### Selected gate families

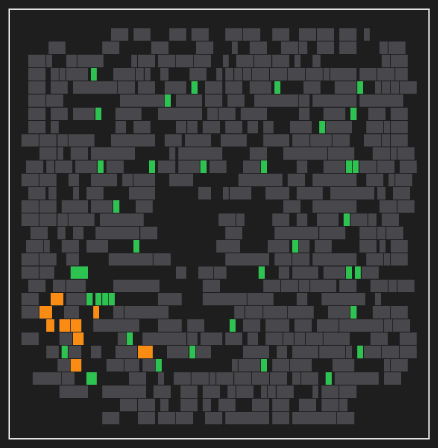
### Routing congestion map

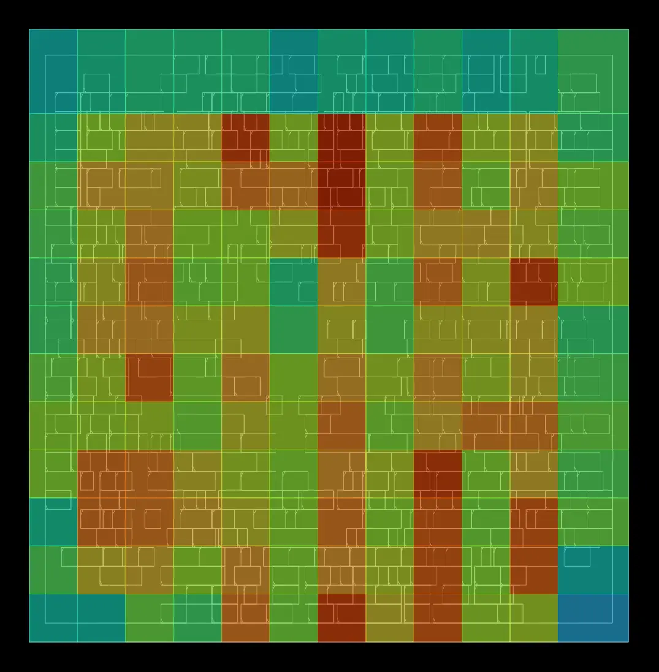
### Wiring by layer

Scale bar: 20 um. Only two layers are drawn.
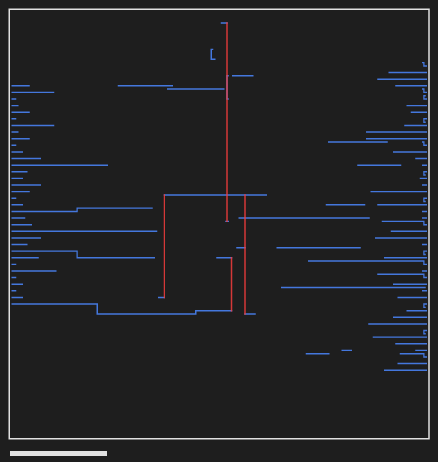
### Where the registers sit

Scale bar: 20 um.
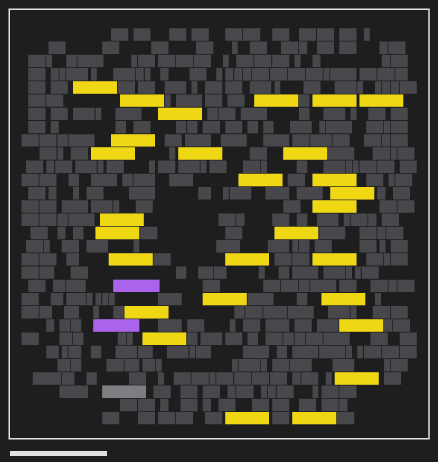
### Placement by cell class

Scale bar: 20 um.
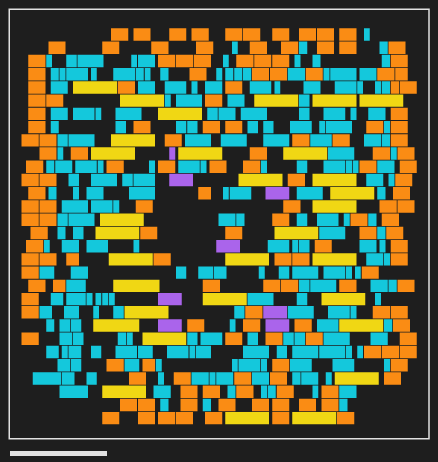
[src/rtl/data_route_pkg.sv]
// data_route_pkg: shared FSM state, default data width and channel-index width helper.
package data_route_pkg;
  typedef enum logic {IDLE = 1'b0, FULL = 1'b1} state_t;
  localparam int DEF_DATA_W = 28;
  function automatic int ch_w(input int n);
    return (n <= 2) ? 1 : $clog2(n);
  endfunction
endpackage

[src/rtl/data_route_arb_sel.sv]
// rr_arb_sel: round-robin search starting after ptr, ascending with wrap.
module rr_arb_sel #(
  parameter int NUM_CH = 4,
  parameter int CH_W = 2
) (
  input  logic [NUM_CH-1:0] req,
  input  logic [CH_W-1:0]   ptr,
  output logic [NUM_CH-1:0] gnt,
  output logic [CH_W-1:0]   idx,
  output logic              found
);
  // Walk offsets from farthest to nearest so the nearest requester wins.
  always_comb begin
    idx = '0;
    found = 1'b0;
    for (int k = NUM_CH; k >= 1; k--) begin
      if (req[(int'(ptr) + k) % NUM_CH]) begin
        idx = CH_W'((int'(ptr) + k) % NUM_CH);
        found = 1'b1;
      end
    end
    gnt = found ? (NUM_CH'(1) << idx) : '0;
  end
endmodule

[src/rtl/data_route_arb.sv]
// data_route_arb: round-robin merge of column-FIFO channels into one registered output.
// Define DATA_ROUTE_CH_TAG_EN to prefix each output word with its channel index.
module data_route_arb
  import data_route_pkg::*;
#(
  parameter int NUM_CH = 4,
  parameter int DATA_W = DEF_DATA_W,
  localparam int CH_W = ch_w(NUM_CH),
`ifdef DATA_ROUTE_CH_TAG_EN
  localparam int OUT_W = CH_W + DATA_W
`else
  localparam int OUT_W = DATA_W
`endif
) (
  input  logic                     clk_40MHz,
  input  logic                     rst_n,
  input  logic [NUM_CH*DATA_W-1:0] route_data_in,
  input  logic [NUM_CH-1:0]        empty_merge,
  output logic [NUM_CH-1:0]        shake_hands_merge,
  input  logic                     shakehands_proc,
  output logic [OUT_W-1:0]         route_data_proc,
  output logic                     route_valid_proc
);
  state_t            state, state_nxt;
  logic [CH_W-1:0]   ptr, idx;
  logic [NUM_CH-1:0] gnt;
  logic              found, load;
  logic [DATA_W-1:0] word;

  assign load = (state == IDLE) | (shakehands_proc & route_valid_proc);
  assign word = route_data_in[idx*DATA_W +: DATA_W];

  rr_arb_sel #(.NUM_CH(NUM_CH), .CH_W(CH_W)) u_sel (
    .req(~empty_merge),
    .ptr(ptr),
    .gnt(gnt),
    .idx(idx),
    .found(found)
  );

  always_ff @(posedge clk_40MHz or negedge rst_n) begin
    if (!rst_n) state <= IDLE;
    else state <= state_nxt;
  end

  always_comb state_nxt = load ? (found ? FULL : IDLE) : state;

  // Pops are gated by rst_n so nothing is popped while reset is held.
  always_comb begin
    shake_hands_merge = (rst_n && load) ? gnt : '0;
    route_valid_proc = (state == FULL);
  end

  always_ff @(posedge clk_40MHz or negedge rst_n) begin
    if (!rst_n) begin
      ptr <= CH_W'(NUM_CH - 1);
      route_data_proc <= '0;
    end else if (load) begin
      if (found) begin
        ptr <= idx;
`ifdef DATA_ROUTE_CH_TAG_EN
        route_data_proc <= {idx, word};
`else
        route_data_proc <= word;
`endif
      end else begin
        route_data_proc <= '0;
      end
    end
  end
endmodule

[config.mk]
export PLATFORM = sky130hd
export DESIGN_NAME = data_route_arb
export DESIGN_NICKNAME = d
export VERILOG_FILES = /design/src/rtl/data_route_pkg.sv /design/src/rtl/data_route_arb_sel.sv /design/src/rtl/data_route_arb.sv
export SDC_FILE = /design/constraint.sdc
export NUM_CORES = 1
export LEC_CHECK = 0
export ABC_AREA = 0
export ABC_CLOCK_PERIOD_IN_PS = 5550
export CAP_MARGIN = 20
export CORE_AREA = 2 2 84 86
export DETAILED_ROUTE_END_ITERATION = 16
export DIE_AREA = 0 0 86 88
export HOLD_SLACK_MARGIN = 0.06
export PLACE_DENSITY = 0.82
export SLEW_MARGIN = 20
export SYNTH_ARGS = -nofsm -noshare
export SYNTH_HDL_FRONTEND = slang
export SYNTH_SLANG_ARGS = --single-unit
[constraint.sdc]
create_clock -name clk_40MHz -period 5.55 [get_ports clk_40MHz]
set_input_delay 0.8325 -clock clk_40MHz [delete_from_list [all_inputs] [get_ports clk_40MHz]]
set_output_delay 0.8325 -clock clk_40MHz [all_outputs]
set_load 0.03 [all_outputs]
==> Changelog: implementation <==
### Implementation results

* Run status: finished, final reports clean
* Number of buffers added by the clock tree synthesis step at 5
* Power of the combinational group at between 700 and 800 uW
* Source-to-sink clock delay at the later pin of the worst-skew pair at roughly 0.28 ns
* Post-layout min period at roughly 4.2 ns
* Initial antenna violation count at 0
* Switching share of power at between 40% and 50%
* Dpl hpwl at between 6000 and 7000 um
* Die Span Y at a little under 90 um
* Hold Fails Final Rpt at 0
* CP top delay family: buffers and inverters
* Arrival @ worst endpoint at 3.37 ns
* Final Max-Slew Violation Tally at 0
* Avg Inst Size Synth at 9.406 um2
* Setup repair after global routing missed its margin: false
* Summed negative setup slack over all endpoints at 0 ns
* Biggest area consumer among synthesized cells: dfrtp_1
* Final setup viols at 0
* Number of remaining DRC errors at 0
* Overflow left after global routing at 0
* Nets in the synthesized netlist at approximately 410
* Max H-tree Level at 2
* Area growth syn-to-layout at 57.39%
* Leading cell type by number of instances after synthesis: nand2_1
* Total of max-cap violations at 0
* DRC marker count from the first detailed-route iteration at ~100
* Number of standard cells in the layout, taps in and fillers out at ~500
* Clock tree root driver cell: clkbuf_8
* Max-Slew Margin vs Limit at between 30% and 40%
* First-pass GRT wire length at between 10000 and 15000 um
* Chip area in the Yosys report at roughly 2700 um2
* Highest signal layer in the routed design: met4
* Top cells, area: dfrtp_1 27%, a221oi_2 14%, o31ai_2 12%
* Antenna diode instance count at 0
* Setup Crit Path Kind: in2out
* Critical path's slowest cell: clkdlybuf4s50_1
* Count of buffers from port buffering at roughly 150
* Top-area cell share at between 20% and 30%
* Gate count after technology mapping at 290
* Post-layout period usage at 75.67%
* Final ANT Viol Nets at 0
* Via density per instance at between 5 and 6
* Hold Path Class: reg2reg
* Startpoint kind of the worst setup timing path: input pin
* Final weighted congestion of routability-driven global placement at about 0.79
* Number of cell instances after yosys synthesis at between 200 and 300
* Worst setup EP type: output pin
* Number of clock sinks at 31
* Distinct lib cells at 33
* Logic gate share of total power at about three fifths
* Nets@finish at ~540
* Count of library flops with an enable pin at 0
* Setup WS post-layout at about 1.4 ns
* Number of warnings issued by yosys at 0
* Setup slack at placement at ~1.4 ns
* Length of the first detailed-routing pass in iterations at 4
* Hold buffer count at cts at 0
* Worst VDD drop at about 0.27 mV
* Met3 WL post-DR at 678 um
* CP dominant cell by count: clkdlybuf4s50_1
* Power group with the largest share: combinational logic
* Reg power frac at 25.4%
* Worst-Margin Slew at around 1.0 ns
* Static leakage at between 1.5 and 2 nW
* Largest net degree at the start of global routing at between 50 and 60
* Buffer-and-inverter tally for the worst setup path at 2
* Fraction of final layout cells sized beyond drive strength 1 at between 15 and 20%
* Number of cells in the design after placement at slightly below 500
* Warning total across the stage logs at 26
* P_clk at just under 200 uW
* Power after layout at ~1.3 mW
* Internal at between 700 and 800 uW
* Critical Path, Cell by Cell: clkdlybuf4s50_1, o21bai_1, nand2_1, nand3_2, nor3b_1, clkdlybuf4s50_1
* Overall die width at around 86 um
* Switch Pwr at 554.9 uW
* Number of top-level design ports at 152
* Vias in the first global route at approximately 2900
* Clock tree from TritonCTS: built
* Post-synth seq share at 28.53%
* Power density over the cells at a little over 300 nW/um2
* Flop and latch count out of synthesis at 31
* GR met2 Demand/Resource at a little over two fifths
* Worst setup skew after layout at 0.004679 ns
* Register clock-pin slew on the reported worst setup and hold paths at ~0.060 ns
* Largest stage delay on the critical path at a little over 0.7 ns
* Area of placed instances at roughly 4200 um2
* Mapped cell area at roughly 2700 um2
* Data required time of the worst path at 4.72 ns
* Number of instances resized during post-cts repair at 0
* Effective utilization at floorplan at 41.05%
* Post-route met1 wirelength at between 3000 and 4000 um
* CTS max path bufs at 2
* Hold Worst Slack at 0.4817 ns
* Chip area at 7568 um2
* List of most frequent post-synthesis cells: 34 x nand2_1, 29 x dfrtp_1, 28 x and3_1, 28 x inv_1, 28 x o211a_1
* Gr busiest metal: met2
* Fraction of registers with async set/reset at 100.0%
* Maximum operating frequency at between 200 and 250 MHz
* Maximum fanout encountered on the critical timing path at 29
* Met2 Routed Length at 4628 um
* Post-CTS Setup Inserts at 0
* Commonest register cell after synthesis: dfrtp_1
* Proportion of power drawn by the clock network at roughly 15%
About 'Selected gate families':
legend:
  orange:
    family: nor cells
    cells: 9
    where: lower left
  green:
    family: nand cells
    cells: 36
    where: widely spread

About 'Routing congestion map':
fraction of met1 tracks used by global routing: 31.30%
met3 track utilization from global routing: 4.901%
share of the core filled with cells: 64.61%
global-route usage over all layers: 24.36%

About 'Wiring by layer':
legend:
  blue:
    layer: M3
    wire_length: 678 um
  red:
    layer: M4
    wire_length: 97.2 um
total via count in the routed design: 2824
wire length per cell after detailed routing: 18.55 um
total length of routed wires: 9295 um

About 'Where the registers sit':
legend:
  yellow:
    signal: `route_data_proc`
    placed_flops: 28
  purple:
    signal: `ptr`
    placed_flops: 2
seq pwr: 331 uW
area occupied by registers: 778.2 um2
sequential share of cell area: 18.13%

About 'Placement by cell class':
legend:
  cyan:
    class: remaining logic cells
    cells: 226
  orange:
    class: remaining buffers and delay cells
    cells: 156
  purple:
    class: clock drivers and dummy loads
    cells: 8
  yellow:
    class: registers
    cells: 31
Core Footprint: 6644 um2
number of standard-cell rows in the floorplan: 30
post-route standard cell area excluding fillers: 4293 um2

## cell families after synthesis
group	Yosys count	synth area share (%)
and+or+nand+nor	77	15.00
DFF	31	28.53
buffers and inverters	61	10.96
AOI/OAI and AO/OA	121	45.50
## worst paths after layout
kind / startpoint / to / slack [ns] / depth (start not counted)
setup / recovery: empty_merge[1] / shake_hands_merge[0] / 1.35 / 6
hold / removal: route_data_proc[22] / route_data_proc[22] / 0.48 / 2
setup reg to reg: ptr[0] / route_data_proc[14] / 2.84 / 6
hold reg to reg: route_data_proc[22] / route_data_proc[22] / 0.48 / 2
max in group asynchronous: rst_n / ptr[0] / 4.63 / 2
min in group asynchronous: rst_n / route_data_proc[0] / 0.57 / 2
## cell type report
class | instances | area (um2)
sequential | 31 | 778.2
fill | 569 | 2351
clock buffer | 8 | 100.1
timing repair buffer | 156 | 1544
inverter | 28 | 105.1
multi-input combinational | 198 | 1665
tap | 80 | 100.1
## sequential cells by signal (all words and copies together) (netlist names)
name and count:
ptr 2, route_valid_proc 1, route_data_proc 28
## cell usage in the layout (no fill, tap or decap)
cell / n
clkdlybuf4s50_1: 150
nand2_1: 34
dfrtp_1: 29
inv_1: 28
o211a_1: 28
and3_1: 28
o31ai_2: 27
o21ai_0: 25
a221oi_2: 25
clkbuf_8: 7
buf_4: 5
nor2b_1: 4
o21ai_1: 4
a221oi_1: 3
o21bai_1: 2
nor3b_1: 2
dfstp_2: 2
a211oi_1: 1
a221o_2: 1
a21boi_1: 1
o21ai_4: 1
or3_4: 1
nand3_2: 1
nor2b_2: 1
and4_1: 1
nor2_1: 1
nor3_1: 1
and3b_1: 1
or2_2: 1
o21a_1: 1
a21bo_4: 1
nand2b_1: 1
o31ai_1: 1
clkbuf_1: 1
buf_2: 1
Power figures rest on the tool's default switching activity, not on a simulated workload.
